==> images/sizes.png <==
Scale: 3 px per um.
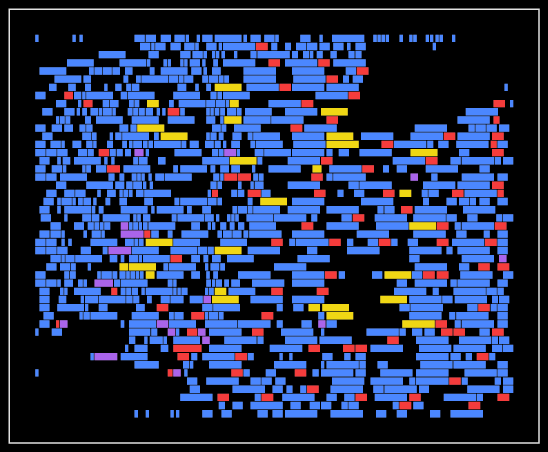
==> images/placement.png <==
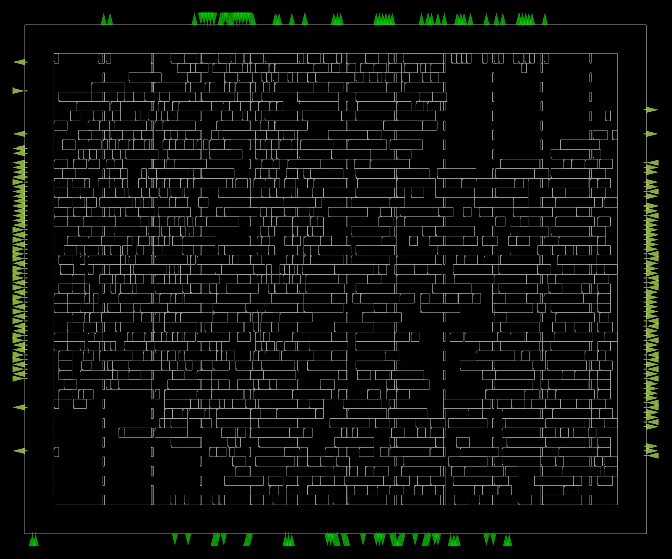
==> images/io_fan.png <==
Scale: 1.5 px per um.
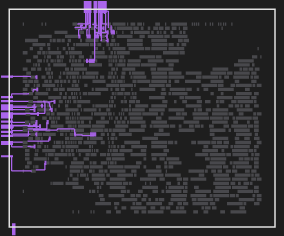
`config.mk`:
```
export PLATFORM = sky130hd
export DESIGN_NAME = fetch_top_flat
export DESIGN_NICKNAME = d
export VERILOG_FILES = /design/src/rtl/utils_top_pkg.sv /design/src/rtl/fetch_imem_if.sv /design/src/rtl/fetch_fifo.sv /design/src/rtl/fetch_top.sv /design/src/flat_wrapper.sv
export SDC_FILE = /design/constraint.sdc
export NUM_CORES = 1
export LEC_CHECK = 0
export ABC_AREA = 0
export CORE_ASPECT_RATIO = 0.8
export CORE_MARGIN = 8
export CORE_UTILIZATION = 45
export CTS_BUF_LIST = sky130_fd_sc_hd__clkbuf_16
export CTS_CLUSTER_SIZE = 20
export DETAILED_ROUTE_END_ITERATION = 8
export PLACE_DENSITY = 0.71
export SLEW_MARGIN = 10
export SYNTH_ARGS = -nofsm -noshare
export SYNTH_HDL_FRONTEND = slang
export SYNTH_HIERARCHICAL = 1
export SYNTH_SLANG_ARGS = --single-unit
```
`constraint.sdc`:
```
create_clock -name clk -period 8.1 [get_ports clk]
set_clock_uncertainty 0.1 [all_clocks]
set_input_delay 1.62 -clock clk [delete_from_list [all_inputs] [get_ports clk]]
set_output_delay 1.62 -clock clk [all_outputs]
set_load 0.03 [all_outputs]
```
`src/rtl/utils_top_pkg.sv`:
```
// -----------------------------------------------------------------------------
// utils_top: shared constants and types for the instruction-fetch stage.
//   NOP_INST    : ADDI x0,x0,0, presented to decode whenever no word is valid
//   fetch_ent_t : one prefetch FIFO entry {instruction word, its PC}
// -----------------------------------------------------------------------------
package utils_top;

   localparam logic [31:0] NOP_INST = 32'h0000_0013;

   typedef struct packed {
      logic [31:0] inst;
      logic [31:0] pc;
   } fetch_ent_t;

endpackage

```
`src/rtl/fetch_imem_if.sv`:
```
// -----------------------------------------------------------------------------
// fetch_imem_if: instruction-memory read bus between fetch and imem.
//   req/addr : read request and word-aligned address (master -> slave)
//   gnt      : request accepted this cycle (req & gnt = handshake)
//   rvld     : read data valid, responses return in request order
//   rdata    : read data
// -----------------------------------------------------------------------------
interface fetch_imem_if;

   logic        req;
   logic [31:0] addr;
   logic        gnt;
   logic        rvld;
   logic [31:0] rdata;

   modport master (output req, output addr, input gnt, input rvld, input rdata);
   modport slave  (input req, input addr, output gnt, output rvld, output rdata);

endinterface

```
`src/rtl/fetch_fifo.sv`:
```
// -----------------------------------------------------------------------------
// fetch_fifo: synchronous prefetch FIFO of fetch_ent_t.
//   clk, rst : clock, async active-high reset
//   push     : write push_dat at the tail
//   pop      : drop the head entry (ignored when empty)
//   flush    : empty the FIFO; overrides push and pop
//   head     : oldest entry (contents undefined when empty)
//   cnt      : number of valid entries
//   empty    : cnt == 0
//   full     : cnt == DEPTH
// -----------------------------------------------------------------------------
module fetch_fifo
   import utils_top::*;
#(
   parameter int unsigned DEPTH = 2
)
(
   input  logic                       clk,
   input  logic                       rst,
   input  logic                       push,
   input  fetch_ent_t                 push_dat,
   input  logic                       pop,
   input  logic                       flush,
   output fetch_ent_t                 head,
   output logic [$clog2(DEPTH+1)-1:0] cnt,
   output logic                       empty,
   output logic                       full
);

   localparam int unsigned AW = $clog2(DEPTH);
   localparam int unsigned CW = $clog2(DEPTH+1);
   localparam logic [CW-1:0] DEPTH_C = DEPTH[CW-1:0];

   fetch_ent_t    mem [DEPTH];
   logic [AW-1:0] wr_ptr;
   logic [AW-1:0] rd_ptr;
   logic          do_pop;

   assign empty  = (cnt == '0);
   assign full   = (cnt == DEPTH_C);
   assign do_pop = pop && !empty;
   assign head   = mem[rd_ptr];

   always_ff @(posedge clk or posedge rst) begin
      if (rst) begin
         wr_ptr <= '0;
         rd_ptr <= '0;
         cnt    <= '0;
      end else if (flush) begin
         wr_ptr <= '0;
         rd_ptr <= '0;
         cnt    <= '0;
      end else begin
         if (push)   wr_ptr <= wr_ptr + 1'b1;
         if (do_pop) rd_ptr <= rd_ptr + 1'b1;
         cnt <= cnt + CW'(push) - CW'(do_pop);
      end
   end

   // Storage needs no reset: head is only consumed when the FIFO is non-empty.
   always_ff @(posedge clk) begin
      if (push && !flush) mem[wr_ptr] <= push_dat;
   end

endmodule

```
`src/rtl/fetch_top.sv`:
```
// -----------------------------------------------------------------------------
// fetch_top: instruction-fetch stage. Owns the PC, issues in-order word reads
// to imem, buffers returned words in a prefetch FIFO and presents one
// instruction per cycle to decode. Execute redirects flush everything buffered
// or in flight.
//   clk, rst    : clock, async active-high reset
//   imem        : fetch_imem_if master (req/addr/gnt/rvld/rdata)
//   ex_redir    : redirect strobe from execute
//   ex_redir_pc : redirect target (low two bits ignored)
//   id_rdy      : decode accepts if_inst this cycle
//   if_vld      : if_inst/if_pc hold a real fetched instruction
//   if_inst     : instruction to decode, NOP_INST when if_vld=0
//   if_pc       : PC of if_inst, 0 when if_vld=0
//   if_bub_cnt  : saturating count of cycles with if_vld=0 when the macro
//                 FETCH_BUBBLE_CNT_EN is defined, otherwise tied to 0
// -----------------------------------------------------------------------------
module fetch_top
   import utils_top::*;
#(
   parameter int unsigned FIFO_DEPTH = 2,
   parameter logic [31:0] RESET_PC   = 32'h0000_0000
)
(
   input  logic                clk,
   input  logic                rst,
   fetch_imem_if.master        imem,
   input  logic                ex_redir,
   input  logic [31:0]         ex_redir_pc,
   input  logic                id_rdy,
   output logic                if_vld,
   output logic [31:0]         if_inst,
   output logic [31:0]         if_pc,
   output logic [31:0]         if_bub_cnt
);

   localparam int unsigned CW = $clog2(FIFO_DEPTH+1);
   localparam logic [CW:0] DEPTH_C = FIFO_DEPTH[CW:0];

   logic [31:0]   pc;
   logic [31:0]   resp_pc;
   logic [CW-1:0] outst;
   logic [CW-1:0] outst_nxt;
   logic [CW-1:0] drop;
   logic [CW-1:0] fifo_cnt;
   logic [CW:0]   credit_used;
   logic          hs;
   logic          push;
   logic          pop;
   logic          fifo_empty;
   logic          fifo_full;
   fetch_ent_t    push_dat;
   fetch_ent_t    head;

   // Every request holds a FIFO slot until its word is popped or dropped, so
   // the FIFO can never overflow.
   assign credit_used = {1'b0, outst} + {1'b0, fifo_cnt};
   assign imem.req    = !rst && !ex_redir && (credit_used < DEPTH_C);
   assign imem.addr   = pc;
   assign hs          = imem.req && imem.gnt;

   assign push     = imem.rvld && (drop == '0) && !ex_redir;
   assign pop      = if_vld && id_rdy && !ex_redir;
   assign push_dat = '{inst: imem.rdata, pc: resp_pc};

   always_comb begin
      outst_nxt = outst;
      if (hs && !imem.rvld)      outst_nxt = outst + 1'b1;
      else if (!hs && imem.rvld) outst_nxt = outst - 1'b1;
   end

   // resp_pc tracks the PC of the next word that will be kept; dropped words
   // do not advance it, so no per-request PC queue is needed.
   always_ff @(posedge clk or posedge rst) begin
      if (rst) begin
         pc      <= RESET_PC;
         resp_pc <= RESET_PC;
         outst   <= '0;
         drop    <= '0;
      end else begin
         outst <= outst_nxt;
         if (ex_redir) begin
            pc      <= ex_redir_pc & ~32'h3;
            resp_pc <= ex_redir_pc & ~32'h3;
            // outst + (req&gnt) - rvld: everything still in flight is stale.
            drop    <= outst_nxt;
         end else begin
            if (hs)                          pc      <= pc + 32'd4;
            if (push)                        resp_pc <= resp_pc + 32'd4;
            if (imem.rvld && (drop != '0))   drop    <= drop - 1'b1;
         end
      end
   end

   fetch_fifo #(.DEPTH(FIFO_DEPTH)) u_fifo (
      .clk      (clk),
      .rst      (rst),
      .push     (push),
      .push_dat (push_dat),
      .pop      (pop),
      .flush    (ex_redir),
      .head     (head),
      .cnt      (fifo_cnt),
      .empty    (fifo_empty),
      .full     (fifo_full)
   );

   assign if_vld  = !fifo_empty;
   assign if_inst = if_vld ? head.inst : NOP_INST;
   assign if_pc   = if_vld ? head.pc   : '0;

`ifdef FETCH_BUBBLE_CNT_EN
   always_ff @(posedge clk or posedge rst) begin
      if (rst)                                if_bub_cnt <= '0;
      else if (!if_vld && (if_bub_cnt != '1)) if_bub_cnt <= if_bub_cnt + 32'd1;
   end
`else
   assign if_bub_cnt = '0;
`endif

   a_no_push_full: assert property (@(posedge clk) disable iff (rst) !(push && fifo_full));

endmodule

```
`src/flat_wrapper.sv`:
```
// flat-port wrapper written by rule: the top's interface ports become plain ports
module fetch_top_flat import utils_top::*;
#(
   parameter int unsigned FIFO_DEPTH = 2,
   parameter logic [31:0] RESET_PC   = 32'h0000_0000
)
  (clk, rst, ex_redir, ex_redir_pc, id_rdy, if_vld, if_inst, if_pc, if_bub_cnt, imem_req, imem_addr, imem_gnt, imem_rvld, imem_rdata);
  fetch_imem_if imem_i ();
  input  logic clk;
  input  logic rst;
  input  logic ex_redir;
  input  logic [31:0] ex_redir_pc;
  input  logic id_rdy;
  output logic if_vld;
  output logic [31:0] if_inst;
  output logic [31:0] if_pc;
  output logic [31:0] if_bub_cnt;
  output wire logic [$bits(imem_i.req)-1:0] imem_req;
  output wire logic [$bits(imem_i.addr)-1:0] imem_addr;
  input wire logic [$bits(imem_i.gnt)-1:0] imem_gnt;
  input wire logic [$bits(imem_i.rvld)-1:0] imem_rvld;
  input wire logic [$bits(imem_i.rdata)-1:0] imem_rdata;
  assign imem_req = imem_i.req;
  assign imem_addr = imem_i.addr;
  assign imem_i.gnt = imem_gnt;
  assign imem_i.rvld = imem_rvld;
  assign imem_i.rdata = imem_rdata;
  fetch_top #(.FIFO_DEPTH(FIFO_DEPTH), .RESET_PC(RESET_PC)) u_core (.clk(clk), .rst(rst), .imem(imem_i), .ex_redir(ex_redir), .ex_redir_pc(ex_redir_pc), .id_rdy(id_rdy), .if_vld(if_vld), .if_inst(if_inst), .if_pc(if_pc), .if_bub_cnt(if_bub_cnt));
endmodule
```
==> flow_metrics.env <==
# flow metrics
export IMPL_setup_tns_ns=0
export IMPL_cp_common_cell="clkdlybuf4s50_1"
export IMPL_wl_per_cell_um=17.86
export IMPL_place_congestion=0.9054
export IMPL_grt_pass1_vias=6056
export IMPL_io_buffers=163
export IMPL_path_max_fanout=6
export IMPL_grt_ovfl_total=0
export IMPL_cts_root_buffer="clkbuf_16"
export IMPL_critPathSlowestCell="clkdlybuf4s50_1"
export IMPL_num_rows=47
export IMPL_clk_latency_ns=0.43
export IMPL_drc=0
export IMPL_post_cts_buffers=0
export IMPL_cts_tree="yes"
export IMPL_arrival_ns=3.38
export IMPL_critical_path_cell_count=3
export IMPL_status="finished clean"
export IMPL_final_cell_mix="clkdlybuf4s50_1, edfxtp_1, nand2_1, mux2_2, dfrtp_1"
export IMPL_die_w_um=176.1
export IMPL_die_y_um=144.1
export IMPL_leakage_nw=4.058
export IMPL_rsz0062_at_grt="false"
export IMPL_cts_resized=0
export IMPL_slew_violations=0
export IMPL_r2r_worst_path_cells=8
export IMPL_cp_start_kind="primary input"
export IMPL_vias=6173
export IMPL_path_cells="clkdlybuf4s50_1, nor4_4, clkdlybuf4s50_1"
export IMPL_p_comb_frac=0.205
export IMPL_cts_hold_buf=0
export IMPL_slowest_delay_ns=0.76
export IMPL_dieArea_mm2=0.02538
export IMPL_grtUsageTotal=0.1658
export IMPL_ios=200
export IMPL_drt_total_wl_mm=21.04
export IMPL_p_int_mw=1.834
export IMPL_ant_nets=0
export IMPL_grt_pass1_wl_mm=32.77
export IMPL_hold_violations=0
export IMPL_yosysWarnings=6
export IMPL_period_needed_ns=5.096
export IMPL_p_seq_frac=0.464
export IMPL_antennaDiodeCount=0
export IMPL_fmax_mhz=196.2
export IMPL_crit_buf_inv=2
export IMPL_place_hpwl_mm=14.48
export IMPL_period_used=0.6291
export IMPL_p_sw_frac=0.3015
export IMPL_pwr_share_clk=0.330
export IMPL_design_area_mm2=0.01159
export IMPL_dr_pass1_iters=5
export IMPL_crit_family="buffers and inverters"
export IMPL_coreArea_mm2=0.02041
export IMPL_worst_slew_pin_slew_ns=0.8724
export IMPL_netlist_area_mm2=0.009229
export IMPL_cts_buffers=17
export IMPL_finalNetCount=972
export IMPL_ir_worst_vdd_uv=136.9
export IMPL_holdPathStages=0
export IMPL_syn_area_per_cell_um2=12.62
export IMPL_warnings=28
export IMPL_initialDrtViolationCount=535
export IMPL_setup_viol=0
export IMPL_antenna_found_initial=0
export IMPL_area_delta_synth_final_pct=25.57
export IMPL_switchingPower_mw=0.7916
export IMPL_crit_required_ns=6.38
export IMPL_clk_pin_slew_ns=0.07
export IMPL_grt_max_degree=71
export IMPL_cts_sinks=196
export IMPL_drv_cap=0
export IMPL_layout_drive_gt1_share=0.1441
export IMPL_slew_headroom=0.4184
export IMPL_powerDensity_mw_per_mm2=226.6
export IMPL_lay_top_count="clkdlybuf4s50_1"
export IMPL_path_class="primary input to output port"
export IMPL_via_per_inst=5.240
export IMPL_h_tree_depth=4
export IMPL_endpoint_kind="output port"
export IMPL_fp_utilization=0.4523
export IMPL_min_path_type="flop to flop"
export IMPL_ctsLongestPathBuffers=2
export IMPL_syn_instance_count=731
export IMPL_dpl_cell_area_mm2=0.01097
## Picture notes: sizes.png
- _3 and _4 cells: purple (cells 17; share 1.9%; most used buf_4)
- _2 cells: red (cells 86; share 9.5%; most used mux2_2)
- _6 and larger: yellow (cells 28; share 3.1%; most used clkbuf_16)
- _0 and _1 cells: blue (cells 778; share 86%; most used clkdlybuf4s50_1)

## Picture notes: placement.png
flop share of the area: 0.4786
Seq cells: 196
fin util: 0.5679
Cell Count, Final, Fillers Out: 1178
Fillers: 1727

## Picture notes: io_fan.png
- `ex_redir_pc`: purple (bits 32; direction input; end cells 32; buffers 30; wire 657 um)

final timing paths:
check | to | slack (ns) | startpoint
max in group asynchronous | u_core/resp_pc[27]$_DFFE_PP0N_ | 5.55 | rst
worst max-delay path | imem_req | 3.00 | rst
worst max register to register | u_core/imem.addr[17]$_DFFE_PP0P_ | 4.70 | u_core/u_fifo/cnt[0]$_DFF_PP0_
min in group asynchronous | u_core/u_fifo/cnt[1]$_DFF_PP0_ | 1.43 | rst
worst min register to register | u_core/u_fifo/mem[1][30]$_DFFE_PP_ | 0.43 | u_core/resp_pc[30]$_DFFE_PP0N_
worst min-delay path | u_core/u_fifo/mem[1][30]$_DFFE_PP_ | 0.43 | u_core/resp_pc[30]$_DFFE_PP0N_
power groups by stage:
stage               registers [mW]  logic [mW]  clock network (mW)
detailed placement            1.24       0.541                   0
global placement              1.24       0.535                   0
floorplan                     1.26       0.311                   0
finish                        1.22       0.540               0.867
CTS                           1.22       0.544               0.888
global route                  1.23       0.583               0.922
per-layer routing:
layer,part of all wire,GRT usage,vias to the layer above
met4,0.0086,0.04853,0
li1,-,-,2929
met5,0,0,-
met3,0.077,0.04489,14
met1,0.48,0.2372,2984
met2,0.43,0.2420,246
registers in the layout, indices dropped and copies added (netlist names):
| signal | count |
|---|---|
| u_core/resp_pc | 30 |
| u_core/u_fifo/mem | 128 |
| u_core/u_fifo/wr_ptr | 1 |
| u_core/drop | 2 |
| u_core/outst | 2 |
| u_core/u_fifo/cnt | 2 |
| u_core/imem.addr | 30 |
| u_core/u_fifo/rd_ptr | 1 |
stage by stage:
step	hold WS (ns)	std cells	power [mW]	worst slack (ns)
finish	0.4256	1178	2.626	3.004
global route	0.4445	1178	2.735	2.973
CTS	0.4350	1177	2.650	3.007
detailed placement	0.4187	1145	1.779	3.019
global placement	0.4022	1145	1.771	3.023
floorplan	0.3628	768	1.570	0.5195
layout make-up:
class | instances | area, um^2 | share of cell area
inverters | 14 | 52.55 | 0.004535
flip-flops and latches | 196 | 5547 | 0.4786
clock inverters | 15 | 187.7 | 0.01620
repair buffers | 170 | 1679 | 0.1449
multi-input cells | 497 | 3361 | 0.2900
well taps | 269 | 336.6 | 0.02904
clock buffers | 17 | 425.4 | 0.03671
No activity file was given, so power comes from the tool's default toggle rates.
